--- src/rtl/pzcorebus_upsizer_data_packer.sv ---
// Write-data packer for the corebus upsizer: narrow slave beats are packed into
// wide master beats at a start-lane offset, buffered in a small output FIFO.
module pzcorebus_upsizer_data_packer #(
  parameter int SLAVE_DATA_WIDTH  = 32,
  parameter int RATIO             = 4,
  parameter int LENGTH_WIDTH      = 8,
  parameter int OUTPUT_DEPTH      = 2,
  localparam int MASTER_DATA_WIDTH = SLAVE_DATA_WIDTH * RATIO,
  localparam int LANE_WIDTH        = (RATIO > 1) ? $clog2(RATIO) : 1
)(
  input  logic                           i_clk,
  input  logic                           i_rst,
  input  logic                           i_cmd_valid,
  output logic                           o_cmd_ready,
  input  logic [LANE_WIDTH-1:0]          i_cmd_offset,
  input  logic [LENGTH_WIDTH-1:0]        i_cmd_length,
  input  logic                           i_data_valid,
  output logic                           o_data_ready,
  input  logic [SLAVE_DATA_WIDTH-1:0]    i_data,
  input  logic [SLAVE_DATA_WIDTH/8-1:0]  i_byte_enable,
  input  logic                           i_data_last,
  output logic                           o_data_valid,
  input  logic                           i_data_ready,
  output logic [MASTER_DATA_WIDTH-1:0]   o_data,
  output logic [MASTER_DATA_WIDTH/8-1:0] o_byte_enable,
  output logic                           o_data_last,
  output logic                           o_last_mismatch,
  output logic                           o_busy
);
  localparam int SBE_WIDTH = SLAVE_DATA_WIDTH / 8;
  localparam int MBE_WIDTH = MASTER_DATA_WIDTH / 8;
  localparam int PTR_WIDTH = (OUTPUT_DEPTH > 1) ? $clog2(OUTPUT_DEPTH) : 1;
  localparam int CNT_WIDTH = $clog2(OUTPUT_DEPTH + 1);
  localparam logic [LANE_WIDTH-1:0] LANE_LAST = LANE_WIDTH'(RATIO - 1);
  localparam logic [PTR_WIDTH-1:0]  PTR_LAST  = PTR_WIDTH'(OUTPUT_DEPTH - 1);
  localparam logic [CNT_WIDTH-1:0]  CNT_FULL  = CNT_WIDTH'(OUTPUT_DEPTH);

  typedef enum logic {
    IDLE,
    PACK
  } state_t;

  state_t                       state;
  logic                         cmd_ready_q;
  logic [LANE_WIDTH-1:0]        lane;
  logic [LENGTH_WIDTH-1:0]      remaining;
  logic [MASTER_DATA_WIDTH-1:0] acc_data;
  logic [MBE_WIDTH-1:0]         acc_be;
  logic                         mismatch_q;

  logic [MASTER_DATA_WIDTH-1:0] mem_data [OUTPUT_DEPTH];
  logic [MBE_WIDTH-1:0]         mem_be   [OUTPUT_DEPTH];
  logic                         mem_last [OUTPUT_DEPTH];
  logic [PTR_WIDTH-1:0]         head;
  logic [PTR_WIDTH-1:0]         tail;
  logic [CNT_WIDTH-1:0]         count;

  logic                         last_beat;
  logic                         word_done;
  logic                         data_accept;
  logic                         buf_full;
  logic                         push;
  logic                         pop;
  logic [LANE_WIDTH-1:0]        lane_next;
  logic [MASTER_DATA_WIDTH-1:0] word_data;
  logic [MBE_WIDTH-1:0]         word_be;

  function automatic logic [PTR_WIDTH-1:0] ptr_inc(input logic [PTR_WIDTH-1:0] p);
    return (p == PTR_LAST) ? '0 : p + 1'b1;
  endfunction

  assign last_beat   = (remaining == '0);
  assign word_done   = last_beat || (lane == LANE_LAST);
  assign buf_full    = (count == CNT_FULL);
  assign pop         = (count != '0) && i_data_ready;
  // A beat that would complete a word may still enter a full buffer when the head drains this cycle.
  assign o_data_ready = (state == PACK) && !(buf_full && word_done && !pop);
  assign data_accept = i_data_valid && o_data_ready;
  assign push        = data_accept && word_done;
  assign lane_next   = (RATIO == 1) ? '0 : lane + 1'b1;

  always_comb begin
    word_data = acc_data;
    word_be   = acc_be;
    for (int unsigned l = 0; l < RATIO; l++) begin
      if (lane == LANE_WIDTH'(l)) begin
        word_data[l*SLAVE_DATA_WIDTH +: SLAVE_DATA_WIDTH] = i_data;
        word_be[l*SBE_WIDTH +: SBE_WIDTH]                 = i_byte_enable;
      end
    end
  end

  always_ff @(posedge i_clk or posedge i_rst) begin
    if (i_rst) begin
      state       <= IDLE;
      cmd_ready_q <= 1'b0;
      lane        <= '0;
      remaining   <= '0;
      acc_data    <= '0;
      acc_be      <= '0;
      mismatch_q  <= 1'b0;
    end else begin
      mismatch_q <= data_accept && (i_data_last != last_beat);
      case (state)
        IDLE: begin
          cmd_ready_q <= 1'b1;
          if (i_cmd_valid && cmd_ready_q) begin
            state       <= PACK;
            cmd_ready_q <= 1'b0;
            lane        <= (RATIO == 1) ? '0 : i_cmd_offset;
            remaining   <= i_cmd_length;
            acc_data    <= '0;
            acc_be      <= '0;
          end
        end
        PACK: begin
          if (data_accept) begin
            lane      <= lane_next;
            remaining <= remaining - 1'b1;
            if (word_done) begin
              acc_data <= '0;
              acc_be   <= '0;
            end else begin
              acc_data <= word_data;
              acc_be   <= word_be;
            end
            if (last_beat) begin
              state       <= IDLE;
              cmd_ready_q <= 1'b1;
            end
          end
        end
        default: state <= IDLE;
      endcase
    end
  end

  always_ff @(posedge i_clk or posedge i_rst) begin
    if (i_rst) begin
      for (int unsigned i = 0; i < OUTPUT_DEPTH; i++) begin
        mem_data[i] <= '0;
        mem_be[i]   <= '0;
        mem_last[i] <= 1'b0;
      end
      head  <= '0;
      tail  <= '0;
      count <= '0;
    end else begin
      if (push) begin
        mem_data[tail] <= word_data;
        mem_be[tail]   <= word_be;
        mem_last[tail] <= last_beat;
        tail           <= ptr_inc(tail);
      end
      if (pop) begin
        head <= ptr_inc(head);
      end
      case ({push, pop})
        2'b10:   count <= count + 1'b1;
        2'b01:   count <= count - 1'b1;
        default: count <= count;
      endcase
    end
  end

  assign o_cmd_ready     = cmd_ready_q;
  assign o_data_valid    = (count != '0);
  assign o_data          = mem_data[head];
  assign o_byte_enable   = mem_be[head];
  assign o_data_last     = mem_last[head];
  assign o_last_mismatch = mismatch_q;
  assign o_busy          = (state == PACK) || (count != '0);

endmodule

--- config.mk ---
export PLATFORM = sky130hd
export DESIGN_NAME = pzcorebus_upsizer_data_packer
export DESIGN_NICKNAME = d
export VERILOG_FILES = /design/src/rtl/pzcorebus_upsizer_data_packer.sv
export SDC_FILE = /design/constraint.sdc
export NUM_CORES = 1
export LEC_CHECK = 0
export ABC_AREA = 1
export CORE_ASPECT_RATIO = 0.6
export CORE_UTILIZATION = 62
export DETAILED_ROUTE_END_ITERATION = 7
export PLACE_DENSITY_LB_ADDON = 0.08
export SETUP_SLACK_MARGIN = 0.2
export SLEW_MARGIN = 20
export SYNTH_ARGS = -nofsm -noshare
export SYNTH_HDL_FRONTEND = slang
export SYNTH_SLANG_ARGS = --single-unit
--- constraint.sdc ---
create_clock -name i_clk -period 31.7 [get_ports i_clk]
set_input_delay 3.17 -clock i_clk [delete_from_list [all_inputs] [get_ports i_clk]]
set_output_delay 3.17 -clock i_clk [all_outputs]
set_load 0.05 [all_outputs]
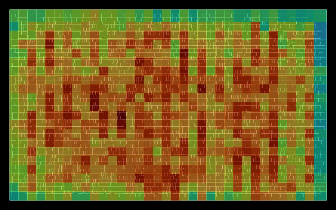
(routing congestion)
final standard cell utilization of the core: 0.7374
post-detailed-route wirelength per cell: 18.45 um
Top Usage Layer GRT: met2

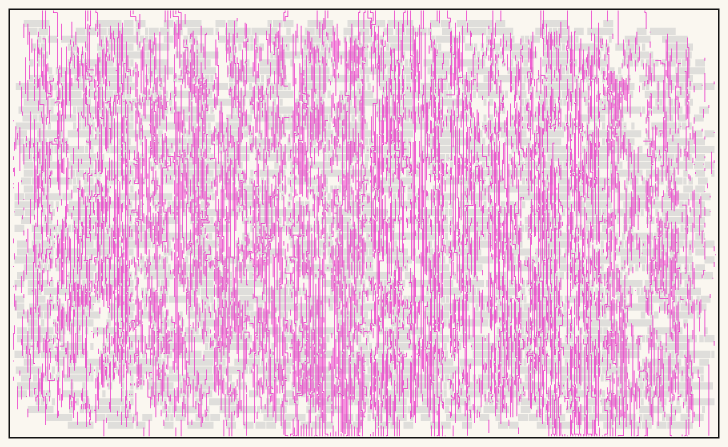
(metal 2)
Cells faint in the background.
longest straight run: 117 um
main direction: vertical
nets with wire on the layer: 2385
share of all routed wire: 46%
wire length on this layer: 29.3 mm
GR met2 Demand/Resource: 0.5592
total wirelength of the detailed-routed design: 63.31 mm
vias: 19470

==> report_power, final <==
part / internal [W] / leakage, nW / total (W) / switching (W)
sequential: 0.000807 / 5.78 / 0.000920 / 0.000112
combinational: 0.000468 / 6.17 / 0.00166 / 0.00119
clock: 0.000306 / 0.718 / 0.000528 / 0.000222
==> sequential cells by signal (all words and copies together) (netlist names) <==
register and cells:
acc_data 128, mem_be 32, mem_last 2, remaining 8, o_last_mismatch 1, count 2
o_cmd_ready 1, state 1, acc_be 16, head 1, mem_data 256, tail 1
lane 2
==> cells by family after synthesis <==
group                      Yosys count  share of synthesized area
and+or+nand+nor                   1229                     0.2205
DFF                                451                     0.5162
xor gates and xnor gates             7                   0.002804
buffers and inverters              545                     0.1037
AOI/OAI and AO/OA                  632                     0.1534
adders and majority gates            6                   0.003434
==> run notes <==
Numbers from the implementation run.

In the detailed route, the total length drawn on met2 is 29.28 mm. The required arrival time at the worst endpoint is 28.53 ns. The run finished with clean final reports. TritonCTS built the clock tree. In this run, distinct cell masters in the synthesized netlist total 26.

The cell type taking the most area is flip-flops and latches. In this run the horizontal extent of the chip is 244.4 um. Per the layout area report, the combinational fraction of cell area is 0.3308.

There are 451 flip-flops and latches. CTS added clock buffers totalling roughly 42. The most frequent logic cell in the layout is nand2_1. Measured on the final layout, buffering overhead outside the clock network stands at 0.08994. The clock period minus worst slack is 8.119 ns. The share of final layout cell area taken by clock buffers and inverters is 0.05702.

Max-cap violations in this run came to 0. Routing resource usage on met3 recorded by global route was 0.06826. Total global-route track usage over all layers is 0.3561.

The path with the worst hold slack has its endpoint at acc_data[97]. In this run the worst hold path is classified as reg -> reg. Per the timing report, the achievable frequency comes out to 0.1232 GHz.

The post-detailed-route DRC marker count is 0. The cell count listed in synth_stat.txt is 2870. All stages included, the depth of the critical timing path comes to 6. Of the post-synthesis cell area, the dominant cell type holds 0.5162. After legalization and detailed placement, the total HPWL measured 37.30 mm.

The pre-CTS worst setup slack is 23.58 ns. The number of clock buffers in the layout is ~67. By instance count after routing, the leading logic cell types are nand2_1 (985), o21ai_0 (508), dfrtp_1 (450), inv_1 (340), clkdlybuf4s50_1 (201). The capture point of the critical path was reported as o_data_ready. The finished layout holds 3431 standard cells, fillers aside. The first global-routing pass estimated 100.4 mm of wire. In this run the tightest slew margin relative to its limit is 0.3177. The detailed placer reported the number of placed instances as 3348. The tool warning count for the run is 45.

Per the log, the first TritonRoute iteration ended with a DRC count of 2119. The final count of hold timing violations is 0. The family of cells with the greatest summed delay on the critical path is buffers and inverters. According to the floorplan report, the total die area is 36040 um^2. On the critical path, the stage with the largest delay is an instance of clkdlybuf4s50_1. In the layout the tool counted multi-input logic cells amounting to 1874. The area taken by sequential standard cells is reported as 11290 um^2. In the final design database the tool counted 2994 nets. The worst-skew pair later-pin latency is 0.55 ns. The clock-pin slew reported for the worst setup and hold paths after clock tree synthesis is 0.06 ns. Of the synthesized area, sequential elements account for 0.5162. In the synthesis report, Yosys lists the chip area as 21860 um^2. The sum of routed wire segments on met1 is 26.06 mm. The tapcell count is 459. By instance count, the cell type seen most on the critical path is nand2_1. In the final report, the number of pins over their slew limit comes to 0.

The number of synthesized flops with an enable pin is 0. The critical path goes through clkdlybuf4s50_1, nor2_1, nand2_1, nand2_1, nand2_1, clkdlybuf4s50_1. The final setup TNS is 0 ns. The total setup buffers inserted after CTS is 0. In the floorplan report the effective utilization is 0.6389. The path depth of the worst reg2reg path is 11. The peak supply drop is 0.00009252 V. The final clock skew is 0.01600 ns. Non-clock buffers in the final layout number approximately 220. The least setup slack across all paths after layout is 23.58 ns. STA classifies the critical path endpoint as an output pin.

The endpoint of the lowest-slack register-to-register path is acc_data[65]. The CTS log lists the clock sinks for this run as 451. The met1 capacity usage during global routing is 0.4967. The depth of the CTS H-tree is 2. The tally of yosys warning messages is 0. The maximum single-stage delay on the critical path is around 0.88 ns. The maximum number of buffers from clock root to sink is 3. The final antenna diode tally reported by the flow is 3. In this run the core area contains between 50 and 60 standard-cell rows.

Setup repair after global routing left no endpoint under its margin. The count of instances resized after the clock tree is built is 0. The most frequently used flop master after synthesis is dfrtp_1. The share of synthesized registers carrying an async set or reset is 1.000.
No activity file was given, so power comes from the tool's default toggle rates.
